[src/rtl/regfile_pkg.sv]
// rtl/regfile_pkg.sv - shared defaults and types for the multi-port register file
package regfile_pkg;
  localparam int XLEN_DEF  = 32;
  localparam int NREGS_DEF = 32;
  localparam int AW_DEF    = $clog2(NREGS_DEF);

  // Default-size types; parameterised widths live as localparams in each module.
  typedef logic [AW_DEF-1:0]   reg_addr_t;
  typedef logic [XLEN_DEF-1:0] xlen_t;
endpackage

[src/rtl/regfile_mp_if.sv]
// rtl/regfile_mp_if.sv - read/write/scoreboard bus of the multi-port register file
interface regfile_mp_if #(
  parameter int XLEN  = 32,
  parameter int NREGS = 32,
  parameter int NRD   = 2,
  parameter int NWR   = 2
);
  localparam int AW = $clog2(NREGS);

  logic [NRD-1:0][AW-1:0]   rd_addr_i;
  logic [NRD-1:0][XLEN-1:0] rd_data_o;
  logic [NRD-1:0]           rd_busy_o;
  logic [NWR-1:0]           wr_en_i;
  logic [NWR-1:0][AW-1:0]   wr_addr_i;
  logic [NWR-1:0][XLEN-1:0] wr_data_i;
  logic                     alloc_en_i;
  logic [AW-1:0]            alloc_addr_i;
  logic                     flush_i;
  logic [NREGS-1:0]         busy_o;

  modport master (
    output rd_addr_i, wr_en_i, wr_addr_i, wr_data_i, alloc_en_i, alloc_addr_i, flush_i,
    input  rd_data_o, rd_busy_o, busy_o
  );

  modport slave (
    input  rd_addr_i, wr_en_i, wr_addr_i, wr_data_i, alloc_en_i, alloc_addr_i, flush_i,
    output rd_data_o, rd_busy_o, busy_o
  );
endinterface

[src/rtl/regfile_mp_scoreboard.sv]
// rtl/regfile_mp_scoreboard.sv - per-register busy bits: flush > alloc > writeback clear
module regfile_scoreboard
  import regfile_pkg::*;
#(
  parameter int NREGS    = NREGS_DEF,
  parameter int ZERO_REG = 1
) (
  input  logic                     clk,
  input  logic                     reset_n,
  input  logic                     alloc_en,
  input  logic [$clog2(NREGS)-1:0] alloc_addr,
  input  logic                     flush,
  input  logic [NREGS-1:0]         clr,
  output logic [NREGS-1:0]         busy_o
);
  localparam int AW = $clog2(NREGS);

  logic [NREGS-1:0] busy_q;
  logic [NREGS-1:0] busy_d;

  always_comb begin
    busy_d = busy_q;
    if (flush) begin
      busy_d = '0;
    end else begin
      for (int r = 0; r < NREGS; r++) begin
        // A fresh producer supersedes the one whose writeback lands this cycle.
        if (alloc_en && alloc_addr == AW'(r))
          busy_d[r] = 1'b1;
        else if (clr[r])
          busy_d[r] = 1'b0;
      end
    end
    if (ZERO_REG != 0)
      busy_d[0] = 1'b0;
  end

  always_ff @(posedge clk or negedge reset_n) begin
    if (!reset_n)
      busy_q <= '0;
    else
      busy_q <= busy_d;
  end

  assign busy_o = busy_q;
endmodule

[src/rtl/regfile_mp.sv]
// rtl/regfile_mp.sv - parametrised NRD-read/NWR-write register file with bypass and busy scoreboard
module regfile_mp
  import regfile_pkg::*;
#(
  parameter int XLEN     = XLEN_DEF,
  parameter int NREGS    = NREGS_DEF,
  parameter int NRD      = 2,
  parameter int NWR      = 2,
  parameter int BYPASS   = 1,
  parameter int ZERO_REG = 1
) (
  input logic          clk,
  input logic          reset_n,
  regfile_mp_if.slave  bus
);
  localparam int AW = $clog2(NREGS);

  logic [XLEN-1:0]          mem [NREGS];
  logic [NREGS-1:0]         clr;
  logic [NREGS-1:0]         busy;
  logic [NRD-1:0][XLEN-1:0] rd_data;
  logic [NRD-1:0]           rd_busy;

  // Later ports overwrite earlier ones, so the highest-index port wins a collision.
  always_ff @(posedge clk or negedge reset_n) begin
    if (!reset_n) begin
      for (int i = 0; i < NREGS; i++)
        mem[i] <= '0;
    end else begin
      for (int p = 0; p < NWR; p++) begin
        if (bus.wr_en_i[p] && !(ZERO_REG != 0 && bus.wr_addr_i[p] == '0))
          mem[bus.wr_addr_i[p]] <= bus.wr_data_i[p];
      end
    end
  end

  always_comb begin
    clr = '0;
    for (int p = 0; p < NWR; p++) begin
      if (bus.wr_en_i[p])
        clr[bus.wr_addr_i[p]] = 1'b1;
    end
  end

  regfile_scoreboard #(
    .NREGS    (NREGS),
    .ZERO_REG (ZERO_REG)
  ) u_scoreboard (
    .clk        (clk),
    .reset_n    (reset_n),
    .alloc_en   (bus.alloc_en_i),
    .alloc_addr (bus.alloc_addr_i),
    .flush      (bus.flush_i),
    .clr        (clr),
    .busy_o     (busy)
  );

  always_comb begin
    rd_data = '0;
    rd_busy = '0;
    for (int k = 0; k < NRD; k++) begin
      rd_data[k] = mem[bus.rd_addr_i[k]];
      rd_busy[k] = busy[bus.rd_addr_i[k]];
      if (BYPASS != 0) begin
        for (int p = 0; p < NWR; p++) begin
          if (bus.wr_en_i[p] && bus.wr_addr_i[p] == bus.rd_addr_i[k]) begin
            rd_data[k] = bus.wr_data_i[p];
            rd_busy[k] = 1'b0;
          end
        end
      end
      if (ZERO_REG != 0 && bus.rd_addr_i[k] == '0) begin
        rd_data[k] = '0;
        rd_busy[k] = 1'b0;
      end
      // Mask the bypass path too, so reads are quiet while reset is held.
      if (!reset_n) begin
        rd_data[k] = '0;
        rd_busy[k] = 1'b0;
      end
    end
  end

  assign bus.rd_data_o = rd_data;
  assign bus.rd_busy_o = rd_busy;
  assign bus.busy_o    = busy;
endmodule

[src/flat_wrapper.sv]
// flat-port wrapper written by rule: the top's interface ports become plain ports
module regfile_mp_flat import regfile_pkg::*;
#(
  parameter int XLEN     = XLEN_DEF,
  parameter int NREGS    = NREGS_DEF,
  parameter int NRD      = 2,
  parameter int NWR      = 2,
  parameter int BYPASS   = 1,
  parameter int ZERO_REG = 1
)
  (clk, reset_n, bus_rd_addr_i, bus_wr_en_i, bus_wr_addr_i, bus_wr_data_i, bus_alloc_en_i, bus_alloc_addr_i, bus_flush_i, bus_rd_data_o, bus_rd_busy_o, bus_busy_o);
  regfile_mp_if #(.XLEN(XLEN), .NREGS(NREGS), .NRD(NRD), .NWR(NWR)) bus_i ();
  input logic clk;
  input logic reset_n;
  input wire logic [$bits(bus_i.rd_addr_i)-1:0] bus_rd_addr_i;
  input wire logic [$bits(bus_i.wr_en_i)-1:0] bus_wr_en_i;
  input wire logic [$bits(bus_i.wr_addr_i)-1:0] bus_wr_addr_i;
  input wire logic [$bits(bus_i.wr_data_i)-1:0] bus_wr_data_i;
  input wire logic [$bits(bus_i.alloc_en_i)-1:0] bus_alloc_en_i;
  input wire logic [$bits(bus_i.alloc_addr_i)-1:0] bus_alloc_addr_i;
  input wire logic [$bits(bus_i.flush_i)-1:0] bus_flush_i;
  output wire logic [$bits(bus_i.rd_data_o)-1:0] bus_rd_data_o;
  output wire logic [$bits(bus_i.rd_busy_o)-1:0] bus_rd_busy_o;
  output wire logic [$bits(bus_i.busy_o)-1:0] bus_busy_o;
  assign bus_i.rd_addr_i = bus_rd_addr_i;
  assign bus_i.wr_en_i = bus_wr_en_i;
  assign bus_i.wr_addr_i = bus_wr_addr_i;
  assign bus_i.wr_data_i = bus_wr_data_i;
  assign bus_i.alloc_en_i = bus_alloc_en_i;
  assign bus_i.alloc_addr_i = bus_alloc_addr_i;
  assign bus_i.flush_i = bus_flush_i;
  assign bus_rd_data_o = bus_i.rd_data_o;
  assign bus_rd_busy_o = bus_i.rd_busy_o;
  assign bus_busy_o = bus_i.busy_o;
  regfile_mp #(.XLEN(XLEN), .NREGS(NREGS), .NRD(NRD), .NWR(NWR), .BYPASS(BYPASS), .ZERO_REG(ZERO_REG)) u_core (.clk(clk), .reset_n(reset_n), .bus(bus_i));
endmodule
[config.mk]
export PLATFORM = sky130hd
export DESIGN_NAME = regfile_mp_flat
export DESIGN_NICKNAME = d
export VERILOG_FILES = /design/src/rtl/regfile_pkg.sv /design/src/rtl/regfile_mp_if.sv /design/src/rtl/regfile_mp_scoreboard.sv /design/src/rtl/regfile_mp.sv /design/src/flat_wrapper.sv
export SDC_FILE = /design/constraint.sdc
export NUM_CORES = 2
export LEC_CHECK = 0
export ABC_AREA = 0
export CAP_MARGIN = 20
export CORE_MARGIN = 2
export CORE_UTILIZATION = 25
export CTS_CLUSTER_SIZE = 14
export DETAILED_ROUTE_END_ITERATION = 8
export GPL_ROUTABILITY_DRIVEN = 0
export PLACE_DENSITY_LB_ADDON = 0.2
export RECOVER_POWER = 25
export SLEW_MARGIN = 20
export SYNTH_ARGS = -nofsm -noshare
export SYNTH_HDL_FRONTEND = slang
export SYNTH_SLANG_ARGS = --single-unit
[constraint.sdc]
create_clock -name clk -period 9.2 [get_ports clk]
set_input_delay 2.3 -clock clk [delete_from_list [all_inputs] [get_ports clk]]
set_output_delay 2.3 -clock clk [all_outputs]
set_load 0.01 [all_outputs]
==> impl_metrics.ini <==
; physical design summary
[run]
tool_warnings = 32
cap_violations = 9

[clock_network]
post_cts_resized = 0
clk_pin_slew_ns = 0.06
cts_buffers = 131
htree_levels = 4
cts_tree = built
postCtsSetupRepairBufs = 0
cts.hold.buffers_added = 0
cts.path.max_buffers = 3
clockRootBuffer = clkbuf_16
numClockSinks = 1055

[synthesis]
synthTopCellsByArea = dfrtp_1 39%, mux4_2 13%, mux2i_1 13%, a21oi_1 4.8%, nor2_1 3.5%
synth-warning-count = 0
ys_seq_frac = 0.3938
syn_nets = 6670
syn_avg_cell_area_sq_um = 10.20
synthCells = 6575
postSynth.asyncResetShare = 1.000
top_area_cell = dfrtp_1
syn_area_sq_um = 67040
synth-edff-count = 0
ys_cells = 6575
ys.flop_type = dfrtp_1
yosys-stat-area_sq_um = 67040
ys_seq_elements = 1055
synth_cell_types = 67
netlist.area_leader.share = 0.3938

[final_timing]
tightest_slew_ns = 3.885
final-hold-violation-count = 0
worst_slack_ns = 0.1876
rsz0062_at_grt = no
min_period_over_period = 0.9796
fmax_mhz = 111.0
timing.slew.headroom = -1.590
setup_viol = 0
slew_viol_final = 495
tns_ns = 0
period_minus_slack_ns = 9.012

[global_route]
antenna_found_initial = 28
grt_first_pass_wirelength_microns = 511700
grt_pass1_vias = 57360
grt_overflow = 0
grt_max_degree = 143

[critical_path]
startpoint_type = input pin
worstSetupPathType = in2out
crit_required_ns = 6.90
crit_path_end_kind = output port
arrival_ns = 6.71
path_max_fanout = 26

[floorplan]
die_x_microns = 521.8
die_area_sq_um = 272300
fp_util = 0.2507
pin_count = 193

[place]
port_buffers = 191
post-dp-hpwl_microns = 237400
preCtsSetupSlack_ns = 0.5878

[layout]
final_cell_mix = 1055 x dfrtp_1, 876 x mux2i_1, 644 x a21oi_1, 587 x nor2_1, 457 x nand2_1
layout_top_cell = dfrtp_1
num-fill-cells = 27560
layout-drive-gt1-share = 0.1715
final_net_count = 6423
area_delta_synth_final_pct = 15.07

[power]
powerDensity_nw_per_um2 = 214.8
leakagePower_uw = 0.03357

[run_status]
violations = capacitance limit, slew limit
status = finished, violations left

[drt]
vias_per_cell = 6.047
dr.first_iter.drc_count = 8479
drc = 0
drtAntennaViolNets = 0
firstDrtPassIters = 8

[worst_hold_path]
hp-class = reg2reg
==> synthesized netlist by cell type, types with 30 or more instances <==
cell type  number
a211oi_1       57
a21oi_1       644
a221oi_1      205
a22oi_1       264
a32oi_1       117
buf_1          46
buf_2         192
buf_4          56
clkbuf_1      566
dfrtp_1      1055
mux2_2         51
mux2i_1       876
mux4_2        401
nand2_1       493
nand3_1        30
nor2_1        619
nor4_1         79
o21a_1         39
o21ai_0       375
==> state kept, by name (all words and copies together) (netlist names) <==
| name | cells |
|---|---|
| u_core.mem | 1024 |
| u_core.u_scoreboard.busy_o | 31 |
==> area by class of cell <==
cell class | instances | area (sq um) | share of cell area
Tap cell | 3552 | 4444 | 0.05761
Sequential cell | 1055 | 26400 | 0.3422
Multi-Input combinational cell | 4603 | 37230 | 0.4826
Clock buffer | 195 | 3877 | 0.05027
Inverter | 33 | 125.1 | 0.001622
Antenna cell | 19 | 47.55 | 0.0006164
Clock inverter | 36 | 405.4 | 0.005255
Timing Repair Buffer | 504 | 4613 | 0.05980
==> where the power goes <==
part | total, uW | switching (uW) | internal [uW]
clock network | 5400 | 2260 | 3130
registers | 6790 | 983 | 5810
logic | 4380 | 2270 | 2110
total | 16600 | 5520 | 11000
==> cells by family (layout without fill, tap and decap cells) <==
group	after synthesis	after routing	synth area share
AND-OR/OR-AND	1883	1883	0.1807
XOR/XNOR	20	20	0.002613
buffers and inverters	917	768	0.06071
flip-flops	1055	1055	0.3938
multiplexers	1328	1328	0.2741
other	1	20	0.00005594
AND/OR/NAND/NOR	1371	1371	0.08804
==> final timing paths <==
kind	start	end	slack, ns	cells past startpoint
hold reg to reg	u_core.mem[1015]$_DFF_PN0_	u_core.mem[1015]$_DFF_PN0_	0.39	0
setup / recovery	bus_wr_addr_i[3]	bus_rd_data_o[32]	0.19	9
hold / removal	u_core.mem[1015]$_DFF_PN0_	u_core.mem[1015]$_DFF_PN0_	0.39	0
max in group asynchronous	reset_n	u_core.mem[684]$_DFF_PN0_	1.64	3
setup reg to reg	u_core.mem[977]$_DFF_PN0_	u_core.mem[977]$_DFF_PN0_	8.26	2
min in group asynchronous	reset_n	u_core.mem[984]$_DFF_PN0_	1.47	1
==> metrics by stage <==
step	hold WS, ns	power, uW	area (sq um)	cells
4_1_cts	0.3968	16480	77050	9975
3_5_place_dp	0.3833	11100	72770	9744
5_1_grt	0.4069	17170	77110	9985
3_3_place_gp	0.3769	10980	72640	9739
6_report	0.3939	16570	77140	9997
2_1_floorplan	0.4413	9413	67040	6575
==> worst max-delay path: stages <==
cell             delay (ns)
clkdlybuf4s50_1        0.63
xor2_1                 0.26
nor4_1                 0.44
and3_2                 0.81
buf_4                  0.29
a2111oi_0              0.07
nor4_1                 1.06
buf_4                  0.29
clkdlybuf4s50_1        0.54
==> routing by layer <==
layer | wire length (microns) | GRT usage | vias up
li1 | - | - | 24210
met1 | 144000 | 0.3330 | 31040
met2 | 168800 | 0.4138 | 4001
met3 | 34850 | 0.06475 | 1193
met4 | 30270 | 0.1902 | 8
met5 | 66 | 0 | -
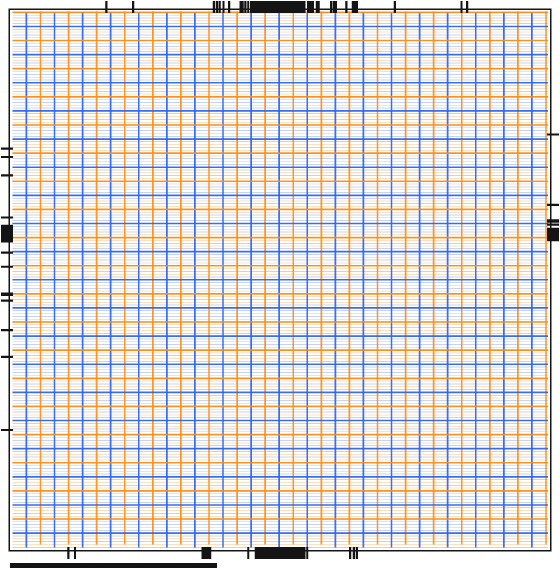
(images/floorplan.png)
Scale bar: 200 microns. Pins as bars on the die edge.
colour	net
blue	VSS
orange	VDD
met1 rails	191
met4 straps	38
rows	190
met5 straps	38
signal pins	193
Peak supply drop: 0.0002120 V
Core Area: 267400 sq um
die height: 521.8 microns

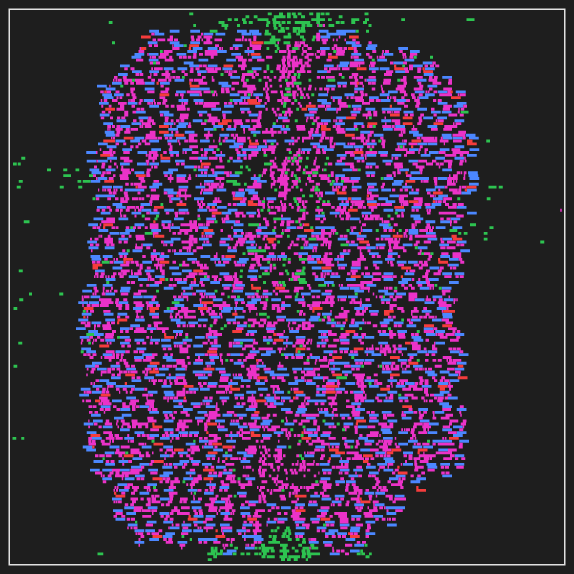
(images/class_map.png)
colour	class	cells	share of their area
green	remaining buffers and delay cells	504	6.3%
blue	sequential cells	1055	36%
magenta	remaining logic cells	4636	51%
red	clock drivers and dummy loads	231	5.9%
row count: 190
Seq area share: 0.3422
final core occ: 0.2884
Design Area, Final: 77140 sq um

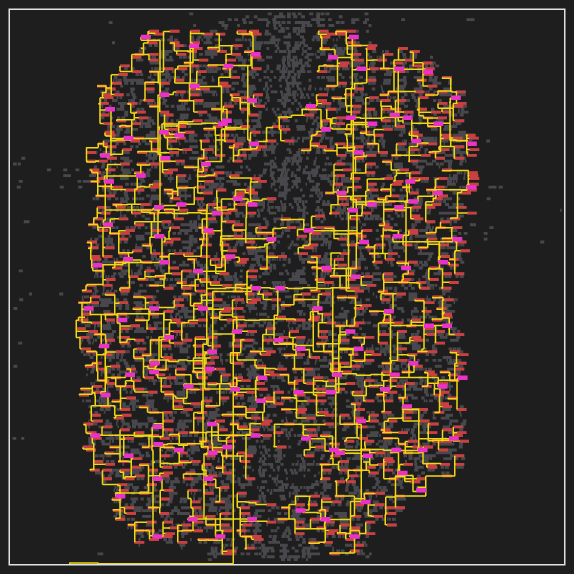
(images/clock_wires.png)
[magenta] clock-net drivers | count: 131
[red] flip-flops | count: 1055
[yellow] clock wires | length: 17800 microns
routed clock nets	132
P_clk: 5400 uW
clock power share: 0.326
Insertion Delay late pin: 0.81 ns
Worst Skew: 0 ns

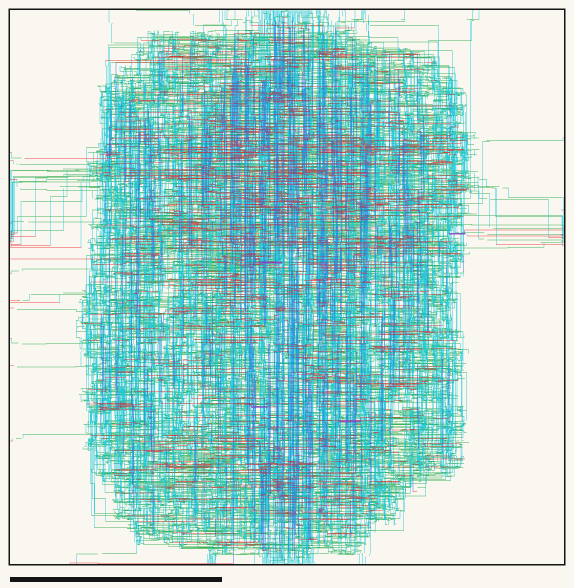
(images/layers.png)
Scale bar: 200 microns.
colour	layer	wire length
red	M3	34.9 mm
green	M1	144 mm
purple	M5	66.2 microns
cyan	M2	169 mm
blue	M4	30.3 mm
Routed WL: 378000 microns
vias: 60.46k
WL per Instance: 37.81 microns
Tot GR Track Use: 0.2699

Power figures rest on the tool's default switching activity, not on a simulated workload.
